**Run 1: sequential cells coloured by instance or generate block**

Scale bar: 20 µm. Other sequential cells in the stronger grey, the rest of the logic in the fainter grey.
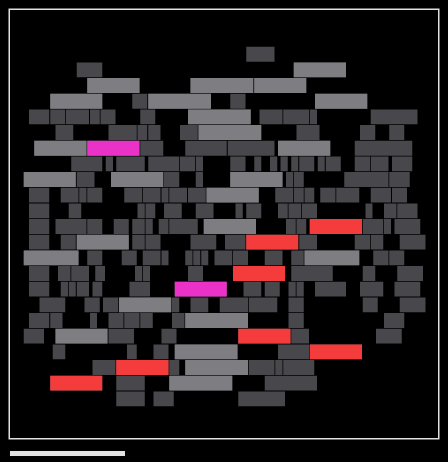
**Run 1: register map, names as in the netlist**

Scale bar: 20 µm. Other sequential cells in the stronger grey, the rest of the logic in the fainter grey.
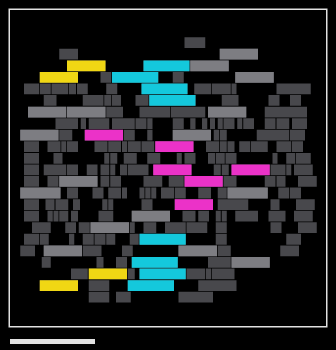
**Run 1: placement by cell class**

Scale bar: 20 µm.
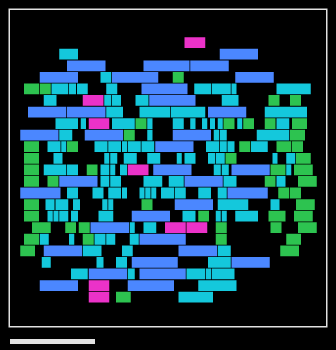
**Run 1: gate-type map**

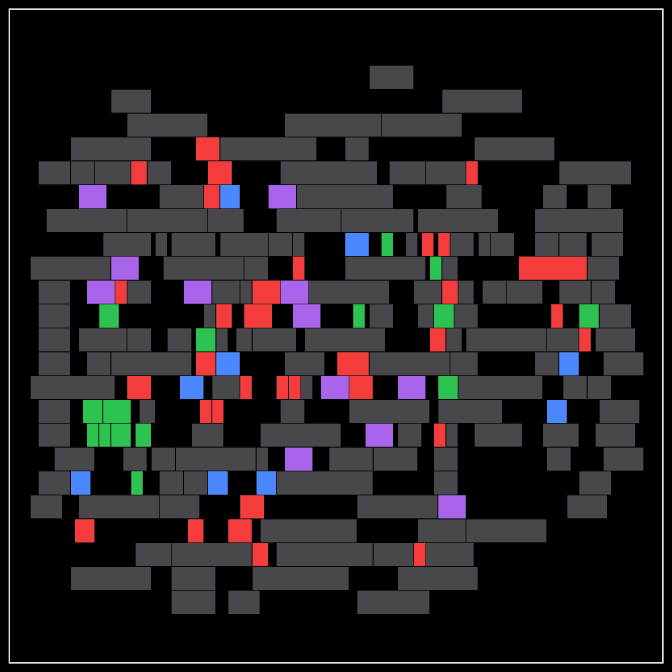
$ cat src/rtl/read_arbiter.sv
// read_arbiter
//   Shares the AXI read path between M masters and S slaves.
//   - AR side: round-robin arbitration over eligible masters; the target
//     slave is decoded from the address ((addr / SLICE_SIZE) mod S).
//   - Each slave has a small FIFO recording the order in which masters were
//     accepted, so R bursts (returned in acceptance order) are routed back
//     to the right master.
//   - Outstanding reads per master are capped at NUM_OUTSTANDING_TRANS.
//   - One AR transfer and one R burst are routed at a time.
// Ports:
//   clk          clock, rising edge
//   clr          asynchronous active-low reset
//   AR_valid_f   per-master AR valid
//   AR_addr_f    per-master AR address, master i at [i*ADDR_WIDTH +: ADDR_WIDTH]
//   AR_ready_f   per-slave AR ready
//   AR_grant_f   one-hot AR grant to the owning master
//   AR_sel_f     slave index of the current AR owner
//   AR_msel_f    current AR owner index
//   R_valid_f    per-slave R valid
//   R_last_f     per-slave R last
//   R_ready_f    per-master R ready
//   R_grant_m_f  one-hot R grant to the destination master
//   R_grant_s_f  one-hot R grant to the source slave
//   R_msel_f     destination master index
//   R_ssel_f     source slave index
module read_arbiter #(
  parameter int          M                     = 2,
  parameter int          S                     = 2,
  parameter int          NUM_OUTSTANDING_TRANS = 2,
  parameter int          ADDR_WIDTH            = 32,
  parameter int          SLV_DEPTH             = 4,
  parameter logic [31:0] SLICE_SIZE            = 32'h00010000
) (
  input  logic                    clk,
  input  logic                    clr,
  input  logic [M-1:0]            AR_valid_f,
  input  logic [M*ADDR_WIDTH-1:0] AR_addr_f,
  input  logic [S-1:0]            AR_ready_f,
  output logic [M-1:0]            AR_grant_f,
  output logic [$clog2(S)-1:0]    AR_sel_f,
  output logic [$clog2(M)-1:0]    AR_msel_f,
  input  logic [S-1:0]            R_valid_f,
  input  logic [S-1:0]            R_last_f,
  input  logic [M-1:0]            R_ready_f,
  output logic [M-1:0]            R_grant_m_f,
  output logic [S-1:0]            R_grant_s_f,
  output logic [$clog2(M)-1:0]    R_msel_f,
  output logic [$clog2(S)-1:0]    R_ssel_f
);

  localparam int MW  = $clog2(M);
  localparam int SW  = $clog2(S);
  localparam int CW  = $clog2(NUM_OUTSTANDING_TRANS + 1);
  localparam int PW  = (SLV_DEPTH > 1) ? $clog2(SLV_DEPTH) : 1;
  localparam int FCW = $clog2(SLV_DEPTH + 1);

  localparam logic [ADDR_WIDTH-1:0] SLICE_W = ADDR_WIDTH'(SLICE_SIZE);
  localparam logic [ADDR_WIDTH-1:0] S_W     = ADDR_WIDTH'(S);
  localparam logic [CW-1:0]         LIM_C   = CW'(NUM_OUTSTANDING_TRANS);
  localparam logic [FCW-1:0]        FULL_C  = FCW'(SLV_DEPTH);
  localparam logic [PW-1:0]         PTR_TOP = PW'(SLV_DEPTH - 1);

  typedef enum logic {AR_IDLE, AR_ALLOW} ar_state_t;
  typedef enum logic {R_IDLE, R_ALLOW}   r_state_t;

  // AR FSM state
  ar_state_t      ar_state_reg, ar_state_next;
  logic [MW-1:0]  ar_owner_reg, ar_owner_next;
  logic [SW-1:0]  ar_slv_reg, ar_slv_next;
  logic [MW-1:0]  ar_ptr_reg, ar_ptr_next;
  logic           ar_push;
  logic           ar_found;
  logic [MW-1:0]  ar_cand;

  // R FSM state
  r_state_t       r_state_reg, r_state_next;
  logic [SW-1:0]  r_slv_reg, r_slv_next;
  logic [MW-1:0]  r_mst_reg, r_mst_next;
  logic [SW-1:0]  r_ptr_reg, r_ptr_next;
  logic           r_pop;
  logic           r_found;
  logic [SW-1:0]  r_cand;

  // Per-master / per-slave bookkeeping
  logic [SW-1:0]  dec_sel [M];
  logic [M-1:0]   ar_elig;
  logic [CW-1:0]  out_cnt [M];
  logic [PW-1:0]  fifo_wr_ptr [S];
  logic [MW-1:0]  fifo_head [S];
  logic [S-1:0]   fifo_full;
  logic [S-1:0]   fifo_empty;
  logic [MW-1:0]  fifo_mem [S][SLV_DEPTH];

  // Address decode and AR eligibility per master
  generate
    for (genvar gi = 0; gi < M; gi++) begin : g_dec
      logic [ADDR_WIDTH-1:0] slice_idx;
      assign slice_idx   = (AR_addr_f[gi*ADDR_WIDTH +: ADDR_WIDTH] / SLICE_W) % S_W;
      assign dec_sel[gi] = slice_idx[SW-1:0];
      assign ar_elig[gi] = AR_valid_f[gi] & (out_cnt[gi] < LIM_C) & ~fifo_full[dec_sel[gi]];
    end
  endgenerate

  // Outstanding counters; simultaneous inc/dec cancel out
  generate
    for (genvar gi = 0; gi < M; gi++) begin : g_out
      logic [CW-1:0] cnt_reg;
      logic          inc_en;
      logic          dec_en;
      assign inc_en = ar_push & (ar_owner_reg == MW'(gi));
      assign dec_en = r_pop & (r_mst_reg == MW'(gi));
      always_ff @(posedge clk or negedge clr) begin
        if (!clr) begin
          cnt_reg <= '0;
        end else if (inc_en & ~dec_en) begin
          cnt_reg <= cnt_reg + CW'(1);
        end else if (dec_en & ~inc_en) begin
          cnt_reg <= cnt_reg - CW'(1);
        end
      end
      assign out_cnt[gi] = cnt_reg;
    end
  endgenerate

  // Per-slave order FIFO pointers and counts
  generate
    for (genvar gi = 0; gi < S; gi++) begin : g_fifo
      logic [PW-1:0]  wr_ptr_reg;
      logic [PW-1:0]  rd_ptr_reg;
      logic [FCW-1:0] cnt_reg;
      logic           push_en;
      logic           pop_en;
      assign push_en = ar_push & (ar_slv_reg == SW'(gi));
      assign pop_en  = r_pop & (r_slv_reg == SW'(gi));
      always_ff @(posedge clk or negedge clr) begin
        if (!clr) begin
          wr_ptr_reg <= '0;
          rd_ptr_reg <= '0;
          cnt_reg    <= '0;
        end else begin
          if (push_en) begin
            wr_ptr_reg <= (wr_ptr_reg == PTR_TOP) ? '0 : wr_ptr_reg + PW'(1);
          end
          if (pop_en) begin
            rd_ptr_reg <= (rd_ptr_reg == PTR_TOP) ? '0 : rd_ptr_reg + PW'(1);
          end
          if (push_en & ~pop_en) begin
            cnt_reg <= cnt_reg + FCW'(1);
          end else if (pop_en & ~push_en) begin
            cnt_reg <= cnt_reg - FCW'(1);
          end
        end
      end
      assign fifo_wr_ptr[gi] = wr_ptr_reg;
      assign fifo_head[gi]   = fifo_mem[gi][rd_ptr_reg];
      assign fifo_full[gi]   = (cnt_reg == FULL_C);
      assign fifo_empty[gi]  = (cnt_reg == '0);
    end
  endgenerate

  // FIFO storage; contents are only meaningful below the count, so no reset
  always_ff @(posedge clk) begin
    if (ar_push) begin
      fifo_mem[ar_slv_reg][fifo_wr_ptr[ar_slv_reg]] <= ar_owner_reg;
    end
  end

  // ---------------- AR FSM ----------------
  always_ff @(posedge clk or negedge clr) begin
    if (!clr) begin
      ar_state_reg <= AR_IDLE;
      ar_owner_reg <= '0;
      ar_slv_reg   <= '0;
      ar_ptr_reg   <= '0;
    end else begin
      ar_state_reg <= ar_state_next;
      ar_owner_reg <= ar_owner_next;
      ar_slv_reg   <= ar_slv_next;
      ar_ptr_reg   <= ar_ptr_next;
    end
  end

  always_comb begin
    ar_state_next = ar_state_reg;
    ar_owner_next = ar_owner_reg;
    ar_slv_next   = ar_slv_reg;
    ar_ptr_next   = ar_ptr_reg;
    ar_push       = 1'b0;
    ar_found      = 1'b0;
    ar_cand       = '0;
    case (ar_state_reg)
      AR_IDLE: begin
        // Rotating scan starting at ar_ptr; first eligible master wins
        for (int k = 0; k < M; k++) begin
          ar_cand = MW'((int'(ar_ptr_reg) + k) % M);
          if (!ar_found && ar_elig[ar_cand]) begin
            ar_found      = 1'b1;
            ar_owner_next = ar_cand;
            ar_slv_next   = dec_sel[ar_cand];
          end
        end
        if (ar_found) begin
          ar_state_next = AR_ALLOW;
        end
      end
      AR_ALLOW: begin
        if (AR_valid_f[ar_owner_reg] & AR_ready_f[ar_slv_reg]) begin
          ar_push       = 1'b1;
          ar_ptr_next   = (ar_owner_reg == MW'(M - 1)) ? '0 : ar_owner_reg + MW'(1);
          ar_state_next = AR_IDLE;
        end else if (!AR_valid_f[ar_owner_reg]) begin
          // Master withdrew its request: release without recording anything
          ar_state_next = AR_IDLE;
        end
      end
      default: ar_state_next = AR_IDLE;
    endcase
  end

  always_comb begin
    AR_grant_f = '0;
    AR_sel_f   = '0;
    AR_msel_f  = '0;
    if (ar_state_reg == AR_ALLOW) begin
      AR_grant_f[ar_owner_reg] = 1'b1;
      AR_sel_f                 = ar_slv_reg;
      AR_msel_f                = ar_owner_reg;
    end
  end

  // ---------------- R FSM ----------------
  always_ff @(posedge clk or negedge clr) begin
    if (!clr) begin
      r_state_reg <= R_IDLE;
      r_slv_reg   <= '0;
      r_mst_reg   <= '0;
      r_ptr_reg   <= '0;
    end else begin
      r_state_reg <= r_state_next;
      r_slv_reg   <= r_slv_next;
      r_mst_reg   <= r_mst_next;
      r_ptr_reg   <= r_ptr_next;
    end
  end

  always_comb begin
    r_state_next = r_state_reg;
    r_slv_next   = r_slv_reg;
    r_mst_next   = r_mst_reg;
    r_ptr_next   = r_ptr_reg;
    r_pop        = 1'b0;
    r_found      = 1'b0;
    r_cand       = '0;
    case (r_state_reg)
      R_IDLE: begin
        // A slave with no recorded read is ignored even if it asserts R_valid
        for (int k = 0; k < S; k++) begin
          r_cand = SW'((int'(r_ptr_reg) + k) % S);
          if (!r_found && R_valid_f[r_cand] && !fifo_empty[r_cand]) begin
            r_found    = 1'b1;
            r_slv_next = r_cand;
            r_mst_next = fifo_head[r_cand];
          end
        end
        if (r_found) begin
          r_state_next = R_ALLOW;
        end
      end
      R_ALLOW: begin
        if (R_valid_f[r_slv_reg] & R_ready_f[r_mst_reg] & R_last_f[r_slv_reg]) begin
          r_pop        = 1'b1;
          r_ptr_next   = (r_slv_reg == SW'(S - 1)) ? '0 : r_slv_reg + SW'(1);
          r_state_next = R_IDLE;
        end
      end
      default: r_state_next = R_IDLE;
    endcase
  end

  always_comb begin
    R_grant_m_f = '0;
    R_grant_s_f = '0;
    R_msel_f    = '0;
    R_ssel_f    = '0;
    if (r_state_reg == R_ALLOW) begin
      R_grant_m_f[r_mst_reg] = 1'b1;
      R_grant_s_f[r_slv_reg] = 1'b1;
      R_msel_f               = r_mst_reg;
      R_ssel_f               = r_slv_reg;
    end
  end

endmodule

$ cat config.mk
export PLATFORM = sky130hd
export DESIGN_NAME = read_arbiter
export DESIGN_NICKNAME = d
export VERILOG_FILES = /design/src/rtl/read_arbiter.sv
export SDC_FILE = /design/constraint.sdc
export NUM_CORES = 1
export LEC_CHECK = 0
export ABC_CLOCK_PERIOD_IN_PS = 2200
export CORE_MARGIN = 2
export CORE_UTILIZATION = 37
export CTS_CLUSTER_SIZE = 30
export DETAILED_ROUTE_END_ITERATION = 10
export GPL_ROUTABILITY_DRIVEN = 0
export MAX_ROUTING_LAYER = met4
export PLACE_DENSITY = 0.76
export SYNTH_ARGS = -nofsm -noshare
export SYNTH_HDL_FRONTEND = slang
export SYNTH_SLANG_ARGS = --single-unit
$ cat constraint.sdc
create_clock -name clk -period 2.2 [get_ports clk]
set_clock_uncertainty 0.1 [all_clocks]
set_input_delay 0.22 -clock clk [delete_from_list [all_inputs] [get_ports clk]]
set_output_delay 0.22 -clock clk [all_outputs]
set_load 0.05 [all_outputs]
==> run_results.csv, run 1 <==
group,metric,value,unit
status,outcome,"finished clean",
sta,holdWs,193.5,ps
sta,hold_viol,0,
floorplan,fp-utilization,0.3847,
detailed_routing,dr.pass1.iters,4,
grt,grt-ovfl-total,0,
final_layout,largest_reg_flops,8,
setup_path,path_cells,"clkdlybuf4s50_1 > nand2_2 > a2111oi_4 > nand2_2 > ha_4 > inv_2 > fa_1 > mux2_4",
setup_path,cp.depth,8,
setup_path,startpoint,"R_valid_f[1]",
final_layout,diodes,0,
power,intPower,2.124,mW
place,dp.final_hpwl,2.635,mm
setup_path,cp-start-kind,"input pin",
clock_tree,root_buffer,"clkbuf_8",
power,power_switching,1.438,mW
place,port-buffer-count,23,
final_layout,area_growth,37.35,%
power,vdd_ir_drop_max,0.0007619,V
detailed_routing,drc,0,
detailed_routing,vias,1346,
grt,grt_pass1_vias,1460,
final_layout,fin_nets,296,
floorplan,pin_count,86,
sta,slew_headroom,0.5936,
power,p_per_area,1418,mW/mm²
logic_synthesis,synth_flops,34,
final_layout,drive_gt1_frac,0.2844,
setup_path,crit_required,2280,ps
place,placed_cell_area,0.002290,mm²
logic_synthesis,avgSynthCellArea,11.65,µm²
sta,tightestPinTransition,594.2,ps
clock_tree,insertion_delay,290,ps
logic_synthesis,yosysWarnings,0,
worst_hold_path,hold_class,"in2async",
logic_synthesis,ff_type,"dfrtp_1",
place,post-place-ws,-313.8,ps
setup_path,reg2reg_depth,9,
setup_path,path_buffers,2,
clock_tree,clock-sinks,34,
clock_tree,ctsHoldBuffers,0,
detailed_routing,ant_nets,0,
setup_path,endpoint,"g_fifo[1].cnt_reg[1]$_DFFE_PN0P_",
setup_path,arrival,2260,ps
sta,fin_ws,19.37,ps
setup_path,end_kind,"register",
sta,setup_viol,0,
final_layout,most-common-layout-cells,"buf_4, dfrtp_1, clkdlybuf4s50_1",
grt,grt_pass1_wl,6.582,mm
detailed_routing,wl,3.810,mm
detailed_routing,wire_per_inst,13.71,µm
detailed_routing,drtIter0Drc,92,
detailed_routing,avgViaCountPerCell,4.842,
final_layout,stdcell_area,0.002512,mm²
power,leakage,1.147,nW
setup_path,cp_common_cell,"nand2_2",
grt,grt_max_degree,27,
clock_tree,cts_buffers,5,
sta,period_needed,2181,ps
logic_synthesis,ys_seq_share,0.4870,
power,seq_power_share,0.338,
grt,grt_usage,0.1668,
flow_run,warnings,90,
setup_path,cp_max_fo,2,
logic_synthesis,ys_chip_area,0.001829,mm²
setup_path,worst_path_max_delay_cell,"clkdlybuf4s50_1",
setup_path,reg2reg_setup_slack,30,ps
floorplan,die_x,74.32,µm
grt,antenna_found_initial,0,
clock_tree,clk_pin_slew,70,ps
power,finalPower,3.562,mW
setup_path,worstSetupPathType,"in2reg",
logic_synthesis,synth_nets,243,
sta,final_max_slew_viol_count,0,
logic_synthesis,ys_async_sr_fraction,0.7647,
logic_synthesis,yosys_cells,157,
power,swShare,0.4036,
logic_synthesis,synth.cell_area,0.001829,mm²
sta,rsz0062_at_grt,"true",
logic_synthesis,synth_cell_types,40,
setup_path,rr_endpoint,"g_fifo[1].cnt_reg[2]$_DFFE_PN0P_",
sta,finalCritPeriodShare,0.9912,
clock_tree,clock_path_buffers,2,
logic_synthesis,edf_count,8,
About 'sequential cells coloured by instance or generate block':
Magenta is g_out[1], flops 2. Red is g_fifo[1], flops 7.
Another 25 sequential cells are not coloured.
Finished Core Util: 0.5284
final non-filler cell total: 278
Chip Area: 0.005523 mm²

About 'register map, names as in the netlist':
Magenta is g_fifo.cnt_reg, flops 6, where centre. Yellow is g_fifo.wr_ptr_reg, flops 4. Cyan is fifo_mem, flops 8.
sequential power: 1.20 mW
Seq. cell area: 893.4 µm²
Seq area share: 0.3556

About 'placement by cell class':
Green is other buffers and delay cells, cells 50, share of their area 19%. Magenta is clock drivers and dummy loads, cells 8, share of their area 4.5%. Blue is flops, cells 34, share of their area 37%. Cyan is combinational and other logic, cells 119, share of their area 40%.
Placement Rows: 25
Core ar.: 0.004755 mm²

About 'gate-type map':
Red is NOR gates, cells 33, most used nor2_1. Purple is XOR/XNOR gates, cells 12, most used xor2_1. Blue is AND and OR gates, cells 9, most used and2_1. Green is NAND gates, cells 15, most used nand2_1.
most common logic cell in the routed design: buf_4
Comb/total area: 0.3715

[run 1: synthesized netlist by cell type (all sizes together), types with 2 or more instances]
master   count  share of area
or4          2         0.0082
inv         10          0.021
nor3b        6          0.025
fa           2          0.022
dfrtp       26           0.36
mux4         2          0.025
a21oi        3         0.0082
buf          3          0.012
nor4         2         0.0068
mux2         9          0.060
nor2        14          0.029
and3         2         0.0068
nor3         7          0.019
a21o         3          0.012
and2         4          0.014
nand2        8          0.018
o21ai        4          0.011
edfxtp       8           0.13
nand2b       4          0.014
xor2         8          0.038
xnor2        4          0.019
a2111oi      3          0.025
ha           8          0.055
nor4b        2         0.0096
[run 1: worst reg2reg max path: stages, from the launching register on]
cell and delay (ps):
dfrtp_1 420, mux2i_4 340, a2111oi_4 70, nand2_2 110, ha_4 150, inv_2 40
fa_1 430, xor2_1 160, nor2_1 120, xor2_1 160
[run 1: metal layers]
layer / vias up / track usage / wire (µm)
li1: 670 / - / -
met1: 640 / 0.2087 / 1783
met2: 30 / 0.2579 / 1785
met3: 6 / 0.04607 / 191
met4: 0 / 0.06548 / 51
met5: - / - / 0
[run 1: how the worst min path moves through the flow]
stage / from / to / slack, ps / depth (start not counted)
3_5_place_dp: g_out[0].cnt_reg[1]$_DFFE_PN0P_ / g_out[0].cnt_reg[1]$_DFFE_PN0P_ / 350 / 1
2_1_floorplan: clr / ar_owner_reg$_DFFE_PN0P_ / -180 / 0
3_3_place_gp: g_out[1].cnt_reg[1]$_DFFE_PN0P_ / g_out[1].cnt_reg[1]$_DFFE_PN0P_ / 350 / 1
6_report: clr / g_fifo[0].wr_ptr_reg[1]$_DFFE_PN0P_ / 190 / 2
4_1_cts: clr / g_fifo[0].rd_ptr_reg[1]$_DFFE_PN0P_ / 200 / 2
5_1_grt: clr / g_fifo[0].cnt_reg[0]$_DFFE_PN0P_ / 260 / 2
[run 1: metrics by stage]
stage / setup TNS [ps] / std cells
after floorplan: 0 / 157
after global placement: -1338 / 264
after detailed placement: -1569 / 264
after CTS: -14.81 / 277
after global routing: -180.7 / 278
final: 0 / 278
[run 1: power by group through the flow]
stage | registers [mW] | logic [mW] | clock network, mW
6_report | 1.20 | 1.81 | 0.546
5_1_grt | 1.25 | 1.99 | 0.586
4_1_cts | 1.19 | 1.79 | 0.563
3_5_place_dp | 1.21 | 1.69 | 0
3_3_place_gp | 1.19 | 1.63 | 0
2_1_floorplan | 1.18 | 1.16 | 0
[run 1: what timing repair did]
action,CTS,global route
gates resized,6,14
pin swaps,4,3
buffers inserted,5,1
endpoints found under the hold margin,0,0
endpoints found under the setup margin,2,9
[run 1: cells by family after synthesis]
group / count (synthesis) / share of synthesized area
and+or+nand+nor: 57 / 0.1730
xor gates and xnor gates: 12 / 0.05746
buffers and inverters: 14 / 0.03488
AOI/OAI and AO/OA: 18 / 0.08140
muxes: 12 / 0.08960
adders and majority gates: 10 / 0.07661
DFF: 34 / 0.4870
[run 1: final cells by class]
class	instances	area (µm²)
sequential	34	893.4
tap	67	83.83
timing repair buffer	50	454.2
fill	433	2242
inverter	10	37.54
clock buffer	8	110.1
multi-input combinational	109	933.4
==> run 1 -> run 2 <==
--- a/config.mk
+++ b/config.mk
@@ -7,12 +7,13 @@
 export LEC_CHECK = 0
 export ABC_CLOCK_PERIOD_IN_PS = 2200
 export CORE_MARGIN = 2
-export CORE_UTILIZATION = 37
-export CTS_CLUSTER_SIZE = 30
+export CORE_UTILIZATION = 38
+export CTS_BUF_LIST = sky130_fd_sc_hd__clkbuf_8
+export CTS_CLUSTER_SIZE = 28
 export DETAILED_ROUTE_END_ITERATION = 10
 export GPL_ROUTABILITY_DRIVEN = 0
 export MAX_ROUTING_LAYER = met4
-export PLACE_DENSITY = 0.76
+export PLACE_DENSITY = 0.78
 export SYNTH_ARGS = -nofsm -noshare
 export SYNTH_HDL_FRONTEND = slang
 export SYNTH_SLANG_ARGS = --single-unit
**Run 2: placement by cell class**

Scale bar: 20 µm.
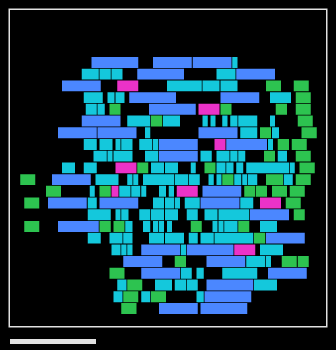
Cyan is combinational and other logic, cells 119, share of their area 40%. Blue is flops, cells 34, share of their area 38%. Green is other buffers and delay cells, cells 45, share of their area 17%. Magenta is clock drivers and dummy loads, cells 8, share of their area 4.1%.
fin area: 0.002399 mm²
Core ar.: 0.004692 mm²
Finished Core Util: 0.5112

**Run 2: gate-type map**

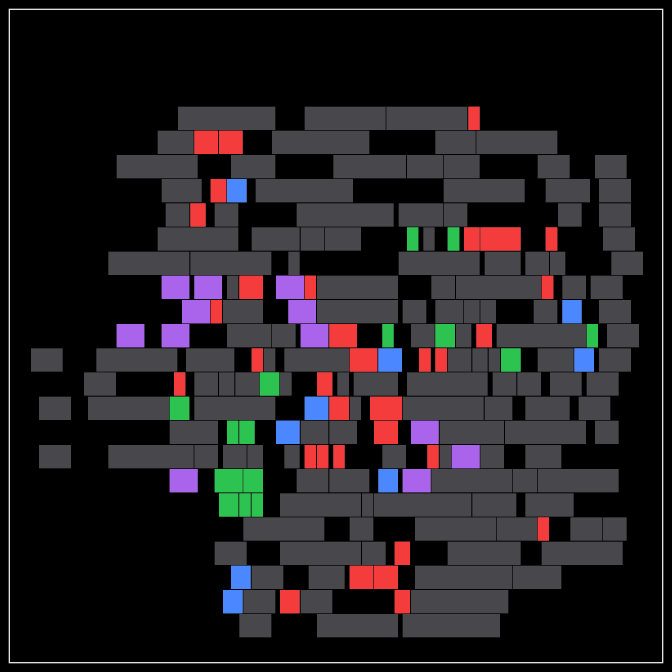
Purple is XOR/XNOR gates, cells 12, most used xor2_1. Red is NOR gates, cells 33, most used nor2_1. Blue is AND and OR gates, cells 9, most used and2_1. Green is NAND gates, cells 15, most used nand2_1.
Comb/total area: 0.3777
most common logic cell in the routed design: dfrtp_1
final non-filler cell total: 260

==> run 2 against run 1 <==
Against the previous run: flip-flop count unchanged; power shrank 5.7%; sequential share of layout area grew 1.7 points; cell area is 4.5% lower; die size decreased by 2.5%; maximum frequency increased by 1.3%; register-to-register slack gained 20 ps; wire length is 12% lower; critical endpoint is now g_fifo[0].cnt_reg[2]$_DFFE_PN0P_; highest routed layer unchanged.
==> run_results.csv, run 2 <==
group,metric,value,unit
status,outcome,"finished clean",
final_layout,area_growth,31.12,%
detailed_routing,wire_per_inst,12.96,µm
sta,holdWs,198.8,ps
power,finalPower,3.360,mW
logic_synthesis,topCellsByArea,"dfrtp_1, edfxtp_1, ha_1",
sta,finalCritPeriodShare,0.9780,
grt,grt-ovfl-total,0,
logic_synthesis,ys_async_sr_fraction,0.7647,
clock_tree,insertion_delay,280,ps
final_layout,seqCellArea,893.4,µm²
detailed_routing,drtIter0Drc,62,
grt,grt_max_degree,27,
final_layout,logic_area,905.9,µm²
logic_synthesis,ff_type,"dfrtp_1",
detailed_routing,vias,1292,
setup_path,crit_required,2310,ps
sta,period_needed,2152,ps
detailed_routing,wl,3.369,mm
setup_path,worstSetupPathType,"reg2reg",
clock_tree,clk_pin_slew,70,ps
logic_synthesis,synth_nets,243,
grt,grt_pass1_wl,5.623,mm
final_layout,fin_nets,291,
logic_synthesis,yosys_cells,157,
clock_tree,cts_tree,"built",
logic_synthesis,synth_cell_types,40,
floorplan,pin_count,86,
detailed_routing,dr.pass1.iters,4,
setup_path,cp_max_fo,4,
place,dp_cells,250,
flow_run,drv_cap,0,
logic_synthesis,edf_count,8,
sta,setup_tns,0,ps
logic_synthesis,ys_chip_area,0.001829,mm²
sta,tightestPinTransition,512.5,ps
place,post-place-ws,-269.0,ps
detailed_routing,avgViaCountPerCell,4.969,
sta,rsz0062_at_grt,"true",
clock_tree,cts.htree.levels,2,
setup_path,end_kind,"register",
final_layout,drive_gt1_frac,0.2476,
clock_tree,clock-sinks,34,
logic_synthesis,largest_area_cell,"dfrtp_1",
power,leakage,1.024,nW
sta,hold_viol,0,
place,dp.final_hpwl,2.550,mm
logic_synthesis,synth.cell_area,0.001829,mm²
logic_synthesis,syn_inst,157,
final_layout,fillers,416,
floorplan,chip_area,0.005385,mm²
clock_tree,root_buffer,"clkbuf_8",
detailed_routing,ant_nets,0,
floorplan,fp-utilization,0.3899,
logic_synthesis,netlist.area_leader.share,0.3557,
clock_tree,ctsHoldBuffers,0,
flow_run,warnings,89,
setup_path,arrival,2260,ps
setup_path,cp-start-kind,"register",
clock_tree,clock_path_buffers,2,
logic_synthesis,ys_top_cells_by_count,"dfrtp_1, nor2_1, inv_1",
clock_tree,cts_buffers,5,
grt,grt_usage,0.1441,
logic_synthesis,ys_seq_share,0.4870,
logic_synthesis,yosysWarnings,0,
final_layout,largest_reg_flops,8,
logic_synthesis,synth_flops,34,
sta,setup_viol,0,
sta,max_freq,464.8,MHz
floorplan,rows,25,
grt,grt_pass1_vias,1285,
worst_hold_path,hold_class,"in2async",
detailed_routing,drc,0,
sta,slew_headroom,0.6495,
power,p_per_area,1401,mW/mm²
sta,fin_ws,48.33,ps
grt,antenna_found_initial,0,
final_layout,most-common-layout-cells,"dfrtp_1, clkdlybuf4s50_1, buf_4",
logic_synthesis,avgSynthCellArea,11.65,µm²
final_layout,diodes,0,
logic_synthesis,synth.most_common_cell,"dfrtp_1",
place,port-buffer-count,23,
floorplan,die_x,73.38,µm
sta,final_max_slew_viol_count,0,
place,placed_cell_area,0.002266,mm²
power,vdd_ir_drop_max,0.0005188,V
floorplan,die_y,73.38,µm
**Run 2: register map, names as in the netlist**

Scale bar: 20 µm. Other sequential cells in the stronger grey, the rest of the logic in the fainter grey.
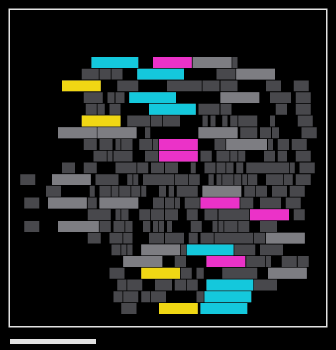
Cyan is fifo_mem, flops 8. Yellow is g_fifo.wr_ptr_reg, flops 4. Magenta is g_fifo.cnt_reg, flops 6.
sequential power: 1.21 mW
Seq area share: 0.3725

-- run 2: cell count changes in the layout (fill, tap and decap cells not counted), sizes merged --
| cell | previous run | this run |
|---|---|---|
| clkdlybuf4s50 | 16 | 23 |
| clkinvlp | 0 | 1 |
| clkinv | 0 | 1 |
| clkbuf | 8 | 6 |
| dlymetal6s2s | 7 | 0 |
| buf | 27 | 22 |
-- run 2: routing by layer --
metal | share of wire | vias up | global-route usage
met5 | 0 | - | -
met4 | 0.019 | 0 | 0.06061
met3 | 0.047 | 7 | 0.04252
met2 | 0.46 | 28 | 0.2212
met1 | 0.48 | 599 | 0.1780
li1 | - | 658 | -
-- run 2: final cells by class --
type	instances	share of cell area
flip-flops and latches	34	0.3725
clock buffers	6	0.03443
repair buffers	45	0.1664
clock inverters	2	0.005216
multi-input cells	109	0.3777
inverters	10	0.01565
well taps	54	0.02817
-- run 2: worst paths after layout --
| path | cells past startpoint | slack, ps | to | start |
|---|---|---|---|---|
| setup reg to reg | 9 | 50 | g_fifo[0].cnt_reg[2]$_DFFE_PN0P_ | r_slv_reg$_DFFE_PN0P_ |
| hold / removal | 2 | 200 | g_fifo[1].rd_ptr_reg[0]$_DFFE_PN0P_ | clr |
| hold reg to reg | 1 | 370 | g_out[0].cnt_reg[1]$_DFFE_PN0P_ | g_out[0].cnt_reg[1]$_DFFE_PN0P_ |
| max in group asynchronous | 2 | 1520 | r_slv_reg$_DFFE_PN0P_ | clr |
| min in group clk | 1 | 370 | g_out[0].cnt_reg[1]$_DFFE_PN0P_ | g_out[0].cnt_reg[1]$_DFFE_PN0P_ |
| setup / recovery | 9 | 50 | g_fifo[0].cnt_reg[2]$_DFFE_PN0P_ | r_slv_reg$_DFFE_PN0P_ |
-- run 2: kinds of logic (layout without fill, tap and decap cells) --
family / Yosys count / after routing / share of synthesized area
buf+inv: 14 / 63 / 0.03488
fa+ha+maj: 10 / 10 / 0.07661
mux: 12 / 12 / 0.08960
compound gates: 18 / 18 / 0.08140
xor+xnor: 12 / 12 / 0.05746
simple gates: 57 / 57 / 0.1730
flops: 34 / 34 / 0.4870
-- run 2: worst max-delay path, cell delays in order, from the launching register on --
cell,delay [ps]
dfrtp_2,430
a21oi_1,350
nor4_2,100
inv_1,100
ha_2,180
inv_1,50
fa_1,370
xor2_1,150
nor2_1,110
xor2_1,150
-- run 2: what timing repair did --
item	in CTS	in global routing
setup endpoints to repair	0	5
endpoints found under the hold margin	0	0
buffers inserted	0	2
gates resized	0	6
-- run 2: report_power, final --
| part | internal [mW] | switching, mW | leakage, nW |
|---|---|---|---|
| combinational | 0.815 | 0.866 | 0.598 |
| sequential | 0.925 | 0.280 | 0.380 |
| clock | 0.251 | 0.222 | 0.0472 |
| total | 1.99 | 1.37 | 1.02 |
Power is estimated from default activity; no workload was simulated.
